File: config.mk
export PLATFORM = sky130hd
export DESIGN_NAME = demux_rr_scheduler_flat
export DESIGN_NICKNAME = d
export VERILOG_FILES = /design/src/rtl/demux_rr_scheduler_pkg.sv /design/src/rtl/demux_rr_scheduler_if.sv /design/src/rtl/demux_rr_scheduler_sat_counter.sv /design/src/rtl/demux_rr_scheduler.sv /design/src/flat_wrapper.sv
export SDC_FILE = /design/constraint.sdc
export NUM_CORES = 1
export LEC_CHECK = 0
export ABC_CLOCK_PERIOD_IN_PS = 1700
export CAP_MARGIN = 20
export CORE_MARGIN = 1.5
export CORE_UTILIZATION = 25
export CTS_BUF_LIST = sky130_fd_sc_hd__clkbuf_8
export DETAILED_ROUTE_END_ITERATION = 12
export SYNTH_ARGS = -nofsm -noshare
export SYNTH_HDL_FRONTEND = slang
export SYNTH_SLANG_ARGS = --single-unit
File: constraint.sdc
create_clock -name clk -period 1.7 [get_ports clk]
set_input_delay 0.34 -clock clk [delete_from_list [all_inputs] [get_ports clk]]
set_output_delay 0.34 -clock clk [all_outputs]
set_load 0.005 [all_outputs]
File: src/rtl/demux_rr_scheduler_pkg.sv
// demux_rr_scheduler_pkg: shared channel, mode and FSM definitions for the demux scheduler
package demux_rr_scheduler_pkg;
    localparam int NUM_CH = 4;
    localparam logic [1:0] CH_Y0 = 2'd0;
    localparam logic [1:0] CH_Y1 = 2'd1;
    localparam logic [1:0] CH_Y2 = 2'd2;
    localparam logic [1:0] CH_Y3 = 2'd3;
    localparam logic MODE_RR = 1'b0;
    localparam logic MODE_FIXED = 1'b1;
    typedef enum logic {EMPTY, FULL} state_t;
endpackage

File: src/rtl/demux_rr_scheduler_if.sv
// demux_rr_scheduler_if: input stream and demux-side handshake bundle
interface demux_rr_scheduler_if
    import demux_rr_scheduler_pkg::*;
#(
    parameter int DATA_W = 8
);
    logic              in_valid;
    logic              in_ready;
    logic [DATA_W-1:0] in_data;
    logic [1:0]        sel;
    logic [NUM_CH-1:0] out_valid;
    logic [NUM_CH-1:0] out_ready;
    logic [DATA_W-1:0] out_data;
    modport slave (
        input  in_valid, in_data, out_ready,
        output in_ready, sel, out_valid, out_data
    );
    modport master (
        output in_valid, in_data, out_ready,
        input  in_ready, sel, out_valid, out_data
    );
endinterface

File: src/rtl/demux_rr_scheduler_sat_counter.sv
// sat_counter: delivery counter that sticks at all-ones, with clear winning over increment
module sat_counter #(
    parameter int CNT_W = 16
) (
    input  logic             clk,
    input  logic             rst_n,
    input  logic             inc_i,
    input  logic             clr_i,
    output logic [CNT_W-1:0] cnt_o
);
    logic [CNT_W-1:0] cnt_q, cnt_d;
    // clear first, then increment only below the ceiling
    always_comb cnt_d = clr_i ? '0 : (inc_i && cnt_q != '1) ? cnt_q + 1'b1 : cnt_q;
    // counter register
    always_ff @(posedge clk or negedge rst_n)
        if (!rst_n) cnt_q <= '0;
        else        cnt_q <= cnt_d;
    assign cnt_o = cnt_q;
endmodule

File: src/rtl/demux_rr_scheduler.sv
// demux_rr_scheduler: single-entry holding stage steering each word to one of four channels
module demux_rr_scheduler
    import demux_rr_scheduler_pkg::*;
#(
    parameter int DATA_W = 8,
    parameter int CNT_W  = 16
) (
    input  logic                  clk,
    input  logic                  rst_n,
    input  logic                  cfg_mode,
    input  logic [1:0]            cfg_sel,
    input  logic                  cnt_clr,
    demux_rr_scheduler_if.slave   bus,
    output logic [CNT_W-1:0]      cnt0,
    output logic [CNT_W-1:0]      cnt1,
    output logic [CNT_W-1:0]      cnt2,
    output logic [CNT_W-1:0]      cnt3
);
    state_t            state_q, state_d;
    logic [DATA_W-1:0] data_q, data_d;
    logic [1:0]        sel_q, sel_d;
    logic [1:0]        rr_q, rr_d;
    logic              deliver, in_ready, accept;
    logic [1:0]        target;
    logic [CNT_W-1:0]  cnt_w [NUM_CH];
    // handshake: a held word leaves when its own channel is ready, freeing the slot the same cycle
    always_comb begin
        deliver  = state_q == FULL && bus.out_ready[sel_q];
        in_ready = state_q == EMPTY || deliver;
        accept   = bus.in_valid && in_ready;
        target   = cfg_mode == MODE_FIXED ? cfg_sel : rr_q;
    end
    // FSM state register
    always_ff @(posedge clk or negedge rst_n)
        if (!rst_n) state_q <= EMPTY;
        else        state_q <= state_d;
    // FSM next state: only a delivery with no replacement empties the slot
    always_comb
        state_d = state_q == EMPTY ? (accept ? FULL : EMPTY) : (deliver && !accept ? EMPTY : FULL);
    // FSM outputs: one-hot decode of the latched select while holding a word
    always_comb begin
        bus.in_ready  = in_ready;
        bus.out_valid = state_q == FULL ? (NUM_CH)'(1) << sel_q : '0;
        bus.sel       = sel_q;
        bus.out_data  = data_q;
    end
    // datapath next state: word and target latched on accept, pointer advances only in RR mode
    always_comb begin
        data_d = accept ? bus.in_data : data_q;
        sel_d  = accept ? target : sel_q;
        rr_d   = accept && cfg_mode == MODE_RR ? rr_q + 2'd1 : rr_q;
    end
    // datapath registers
    always_ff @(posedge clk or negedge rst_n)
        if (!rst_n) begin
            data_q <= '0;
            sel_q  <= CH_Y0;
            rr_q   <= CH_Y0;
        end else begin
            data_q <= data_d;
            sel_q  <= sel_d;
            rr_q   <= rr_d;
        end
    for (genvar i = 0; i < NUM_CH; i++) begin : g_cnt
        sat_counter #(.CNT_W(CNT_W)) u_cnt (
            .clk   (clk),
            .rst_n (rst_n),
            .inc_i (deliver && sel_q == 2'(i)),
            .clr_i (cnt_clr),
            .cnt_o (cnt_w[i])
        );
    end
    assign cnt0 = cnt_w[0];
    assign cnt1 = cnt_w[1];
    assign cnt2 = cnt_w[2];
    assign cnt3 = cnt_w[3];
endmodule

File: src/flat_wrapper.sv
// flat-port wrapper written by rule: the top's interface ports become plain ports
module demux_rr_scheduler_flat import demux_rr_scheduler_pkg::*;
#(
    parameter int DATA_W = 8,
    parameter int CNT_W  = 16
)
  (clk, rst_n, cfg_mode, cfg_sel, cnt_clr, cnt0, cnt1, cnt2, cnt3, bus_in_valid, bus_in_data, bus_out_ready, bus_in_ready, bus_sel, bus_out_valid, bus_out_data);
  demux_rr_scheduler_if #(.DATA_W(DATA_W)) bus_i ();
  input  logic clk;
  input  logic rst_n;
  input  logic cfg_mode;
  input  logic [1:0] cfg_sel;
  input  logic cnt_clr;
  output logic [CNT_W-1:0] cnt0;
  output logic [CNT_W-1:0] cnt1;
  output logic [CNT_W-1:0] cnt2;
  output logic [CNT_W-1:0] cnt3;
  input wire logic [$bits(bus_i.in_valid)-1:0] bus_in_valid;
  input wire logic [$bits(bus_i.in_data)-1:0] bus_in_data;
  input wire logic [$bits(bus_i.out_ready)-1:0] bus_out_ready;
  output wire logic [$bits(bus_i.in_ready)-1:0] bus_in_ready;
  output wire logic [$bits(bus_i.sel)-1:0] bus_sel;
  output wire logic [$bits(bus_i.out_valid)-1:0] bus_out_valid;
  output wire logic [$bits(bus_i.out_data)-1:0] bus_out_data;
  assign bus_i.in_valid = bus_in_valid;
  assign bus_i.in_data = bus_in_data;
  assign bus_i.out_ready = bus_out_ready;
  assign bus_in_ready = bus_i.in_ready;
  assign bus_sel = bus_i.sel;
  assign bus_out_valid = bus_i.out_valid;
  assign bus_out_data = bus_i.out_data;
  demux_rr_scheduler #(.DATA_W(DATA_W), .CNT_W(CNT_W)) u_core (.clk(clk), .rst_n(rst_n), .cfg_mode(cfg_mode), .cfg_sel(cfg_sel), .cnt_clr(cnt_clr), .bus(bus_i), .cnt0(cnt0), .cnt1(cnt1), .cnt2(cnt2), .cnt3(cnt3));
endmodule
### Signal wires by layer, run 1

(3 px per micron) Two of the layers only.
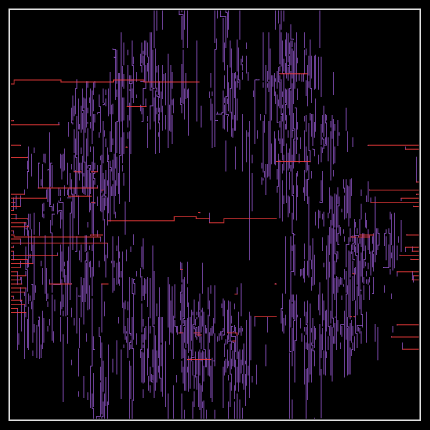
Key: met2 = purple [wire length 8020 microns]; met3 = red [wire length 548 microns]
Tot GR Track Use: 15.5%
via count: 4726

### Cells by drive strength, run 1

(3 px per micron)
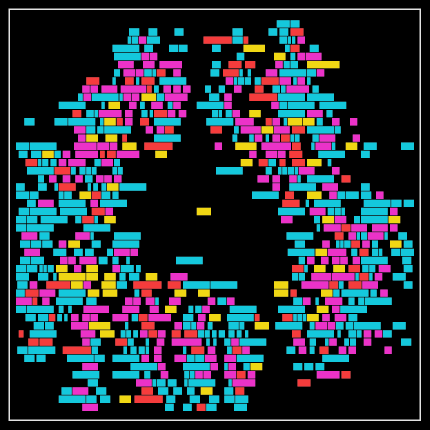
Key: drive 2 = red [cells 82, share 12%, most used a21oi_2]; drive 6 and up = yellow [cells 56, share 7.9%, most used buf_6]; drive 1 or less = cyan [cells 377, share 53%, most used dfrtp_1]; drive 3 to 4 = magenta [cells 197, share 28%, most used buf_4]

==> deck_impl_summary.md, run 1 <==
Implementation Results

Synthesis
  • Syn Area/Cell: 9.73 sq um
  • Synth area leader: dfrtp_1
  • Total number of yosys warnings: 0
  • EDFF count, synth: 0

Final timing
  • Clock Skew: 8.87 ps
  • Final setup viols: 57
  • Hold slack final: 357 ps
  • Unrepaired setup endpoints after global routing: yes
  • Final WS setup: -240 ps
  • Crit share post-route: 114%
  • Worst slew pin tran: 640 ps

Setup path
  • Crit path max fanout: 2
  • CP Launch Point: u_core.bus.sel[0]$_DFFE_PN0P_
  • CP Capture Type: primary output
  • R2R depth: 6

Final layout
  • Area of all placed cells without fillers: 7930 sq um
  • Top cell excl fill/tap: buf_4
  • Most numerous logic cells after layout: 120 x buf_4, 71 x dfrtp_1, 40 x dlygate4sd2_1, 39 x buf_6, 36 x clkdlybuf4s50_1

Outcome
  • Status: finished with violations
  • Failing checks: setup timing

Clock tree
  • CTS tree: yes
  • CTS buffer count: 9

GRT
  • Gr ovfl total: 0

Route
  • Post-route antenna net violation count: 0
  • Wire per inst: 15.9 microns

Job
  • Tool warnings: 29

Floorplan
  • FP Util: 25.7%

Hold path
  • Hold Crit Class: input port to flip-flop
### Gate-type map, run 1

(3 px per micron)
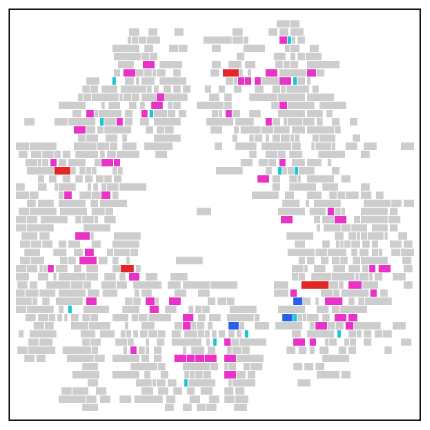
Key: inverters = cyan [cells 13, most used inv_1]; adder and majority cells = red [cells 4, most used ha_2]; AND and OR gates = magenta [cells 59, most used or4_4, where all over the die]; AND-OR and OR-AND gates = blue [cells 3]

-- run 1: timing repair --
item,CTS,global route
setup endpoints to repair,109,96
gates cloned,2,1
endpoints found under the hold margin,27,0
gates resized,117,121
pin swaps,28,20
hold buffers,1,0
setup buffers,43,18
-- run 1: metal layers --
metal	global-route usage [%]	share of wire, %	vias up	wire, microns
li1	-	-	2221	-
met1	17.9	41	2382	6120
met2	27.7	54	99	8020
met3	3.07	3.7	24	547
met4	6.68	1.7	0	257
met5	0	0	-	0
-- run 1: state kept, by name, indices dropped and copies added, names as in the netlist --
name	flops
u_core.bus.out_data	8
u_core.bus.sel	2
u_core.g_cnt.u_cnt.cnt_o	64
u_core.rr_q	2
u_core.state_q	1
-- run 1: final cells by class --
class                      count  area [sq um]  share of cell area [%]
multi-input combinational    346          3090                    39.0
clock buffer                  12           165                    2.08
tap                          225           282                    3.55
sequential                    77          1930                    24.4
clock inverter                 4          45.0                   0.568
timing repair buffer         260          2370                    29.8
inverter                      13          48.8                   0.615
-- run 1: cell usage after synthesis, types with 12 or more instances --
master / n
a21oi_1: 48
clkbuf_1: 14
nand2_1: 22
mux2_2: 32
inv_1: 13
dfrtp_1: 77
or4_1: 22
nor2b_1: 21
nand4_1: 14
nand3_1: 16
o31ai_1: 18
nand2b_1: 12
nor2_1: 34
-- run 1: cell families (layout without fill, tap and decap cells) --
family                     count (synthesis)  after routing  share of synthesized area [%]
DFF                                       77             77                           43.2
muxes                                     39             39                           9.94
and+or+nand+nor                          204            205                           28.7
AOI/OAI and AO/OA                         96             96                           13.2
xor gates and xnor gates                   2              2                          0.393
adders and majority gates                  4              4                           1.12
buffers and inverters                     36            289                           3.45
-- run 1: how the worst min path moves through the flow --
stage	cells past startpoint	to	slack (ps)
final	3	u_core.g_cnt[0].u_cnt.cnt_o[7]$_DFFE_PN0P_	360
after global routing	3	u_core.g_cnt[0].u_cnt.cnt_o[7]$_DFFE_PN0P_	340
after CTS	3	u_core.g_cnt[0].u_cnt.cnt_o[7]$_DFFE_PN0P_	360
after detailed placement	1	u_core.g_cnt[3].u_cnt.cnt_o[13]$_DFFE_PN0P_	310
after global placement	1	u_core.g_cnt[3].u_cnt.cnt_o[13]$_DFFE_PN0P_	310
after floorplan	0	u_core.bus.out_data[0]$_DFFE_PN0P_	40
-- run 1: metrics by stage --
stage	util [%]	total power, mW	cells	setup slack (ps)
floorplan	-	2.77	458	-52.8
CTS	42.2	5.26	919	-269
global placement	37.6	3.48	857	-589
global route	45.7	5.67	937	-331
detailed placement	37.6	3.51	857	-592
finish	45.7	5.36	937	-240
-- run 1: where the power goes --
| part | switching, mW | internal, mW | total, mW |
|---|---|---|---|
| Combinational | 0.651 | 1.08 | 1.73 |
| Clock | 0.716 | 0.792 | 1.51 |
| Sequential | 0.125 | 2.00 | 2.12 |
-- run 1: critical path: stages (launching register included) --
cell	delay, ps
dfrtp_1	390
mux4_2	560
nand2b_4	180
buf_6	110
==> inputs of run 2 (changes only) <==
- HOLD_SLACK_MARGIN: default -> 0.05
### Cells by drive strength, run 2

(3 px per micron)
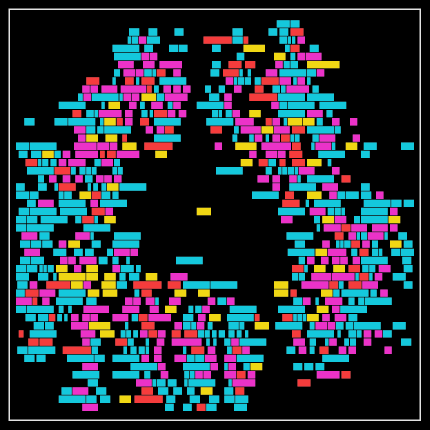
Signal buffers: 260
area of all placed cells without fillers: 7930 sq um
Syn-to-layout area delta: 77.9%
Final WS setup: -240 ps

### Cell placement, run 2

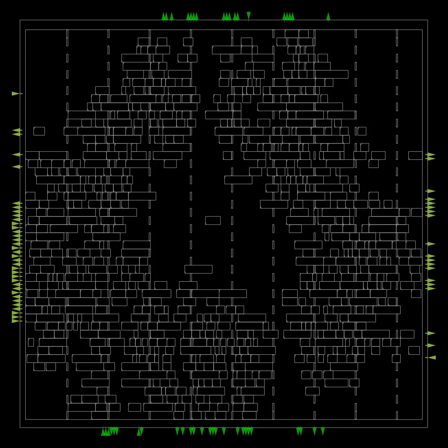
Cell Rows: 48
core area: 17400 sq um
fin cells: 937

==> run 2 against run 1 <==
Against the previous run: the flow still finishes with violations (setup timing); global-route usage unchanged; clock power barely moved; critical endpoint unchanged; sequential cell count did not move; maximum frequency did not move.
==> deck_impl_summary.md, run 2 <==
Implementation Results

GRT
  • Vias in the first global route: 4817 (unchanged)
  • Tot GR Track Use: 15.5% (unchanged)
  • Gr ovfl total: 0 (unchanged)

Synthesis
  • Syn Area/Cell: 9.73 sq um (unchanged)
  • EDFF count, synth: 0 (unchanged)
  • Top cells by count, synth: 77 x dfrtp_1, 48 x a21oi_1, 34 x nor2_1 (unchanged)
  • Mux share: 9.94% (unchanged)
  • Top_reg_cell synth: dfrtp_1 (unchanged)
  • Top logic family: simple AND/OR/NAND/NOR gates (unchanged)
  • Total number of yosys warnings: 0 (unchanged)
  • Ao+oa area frac: 13.2% (unchanged)
  • Yosys xor share: 0.393% (unchanged)
  • Dominant cell by count in the synthesized netlist: dfrtp_1 (unchanged)
  • Adder share: 1.12% (unchanged)
  • Synth area leader: dfrtp_1 (unchanged)
  • Post-Synth Simple-Gate Area: 28.7% (unchanged)

Final layout
  • Most numerous logic cells after layout: 120 x buf_4, 71 x dfrtp_1, 40 x dlygate4sd2_1, 39 x buf_6, 36 x clkdlybuf4s50_1 (unchanged)
  • Max reg flops: 64 (unchanged)
  • Nets@finish: 730 (unchanged)
  • Top cell excl fill/tap: buf_4 (unchanged)

Power and ir drop
  • Max rail drop VDD: 0.756 mV (unchanged)
  • Clock Power Share: 28.1% (about the same)
  • P_int: 3.87 mW (unchanged)
  • Switching share of total power: 27.8% (unchanged)
  • Psw: 1.49 mW (unchanged)
  • Flop pwr share: 39.5% (about the same)
  • Logic pwr share: 32.3% (about the same)

Outcome
  • Failing checks: setup timing (unchanged)
  • Status: finished with violations (unchanged)

Route
  • Wire per inst: 15.9 microns (unchanged)
  • Post-route antenna net violation count: 0 (unchanged)
  • Via count: 4726 (unchanged)

Final timing
  • Clock Skew: 8.87 ps (unchanged)
  • Final setup viols: 57 (unchanged)
  • Worst slew pin tran: 640 ps (unchanged)
  • Final WS setup: -240 ps (unchanged)
  • Crit share post-route: 114% (unchanged)

Placement
  • Setup WS pre-CTS: -592 ps (unchanged)
  • Placed insts: 857 (unchanged)

Clock tree
  • CTS buffer count: 9 (unchanged)
  • CTS tree: yes (unchanged)

Job
  • Tool warnings: 29 (unchanged)

Floorplan
  • FP Util: 25.7% (unchanged)

Setup path
  • CP Capture Type: primary output (unchanged)
  • Crit path max fanout: 2 (unchanged)
==> run 2: final timing paths <==
check | end | start | slack (ps) | cells past startpoint
max | bus_in_ready | u_core.bus.sel[0]$_DFFE_PN0P_ | -240 | 3
min | u_core.g_cnt[0].u_cnt.cnt_o[7]$_DFFE_PN0P_ | cnt_clr | 360 | 3
max reg2reg | u_core.g_cnt[1].u_cnt.cnt_o[10]$_DFFE_PN0P_ | u_core.bus.sel[1]$_DFFE_PN0P_ | -230 | 6
min reg2reg | u_core.rr_q[1]$_DFFE_PN0P_ | u_core.rr_q[1]$_DFFE_PN0P_ | 480 | 1
max in group asynchronous | u_core.state_q$_DFF_PN0_ | rst_n | 650 | 3
min in group asynchronous | u_core.g_cnt[3].u_cnt.cnt_o[12]$_DFFE_PN0P_ | rst_n | 450 | 2
==> run 2: metrics by stage <==
stage | power, mW | util (%) | hold slack, ps
final | 5.36 | 45.7 | 357
after global routing | 5.67 | 45.7 | 344
after CTS | 5.26 | 42.2 | 364
after detailed placement | 3.51 | 37.6 | 312
after global placement | 3.48 | 37.6 | 309
after floorplan | 2.77 | - | 44.4
==> run 2: timing repair <==
item | CTS | global route
hold endpoints to repair | 27 | 0
setup endpoints to repair | 109 | 96
cloned | 2 | 1
buffers inserted | 43 | 18
pin swaps | 28 | 20
gates resized | 117 | 121
hold buffers | 1 | 0
==> run 2: power groups by stage <==
stage | sequential, mW | combinational [mW] | clock, mW
floorplan | 2.16 | 0.610 | 0
CTS | 2.11 | 1.58 | 1.57
detailed placement | 2.15 | 1.35 | 0
finish | 2.12 | 1.73 | 1.51
global route | 2.14 | 1.87 | 1.65
global placement | 2.15 | 1.33 | 0
==> run 2: final cells by class <==
class                   count  area, sq um
fillers                  1588         9430
multi-input cells         346         3090
repair buffers            260         2370
flip-flops and latches     77         1930
well taps                 225          282
clock buffers              12          165
inverters                  13         48.8
clock inverters             4         45.0
==> run 2: cell families after synthesis <==
| group | count (synthesis) |
|---|---|
| XOR/XNOR | 2 |
| buffers and inverters | 36 |
| flip-flops | 77 |
| AND-OR/OR-AND | 96 |
| multiplexers | 39 |
| AND/OR/NAND/NOR | 204 |
| adder cells (fa/ha/maj) | 4 |
==> run 2: metal layers <==
metal  vias up  share of wire [%]  GRT usage [%]
li1       2221                  -              -
met1      2382                 41           17.9
met2        99                 54           27.7
met3        24                3.7           3.07
met4         0                1.7           6.68
met5         -                  0              0
==> run 2: critical path, cell delays in order (launching register included) <==
cell	delay, ps
dfrtp_1	390
mux4_2	560
nand2b_4	180
buf_6	110
No activity file was given, so power comes from the tool's default toggle rates.
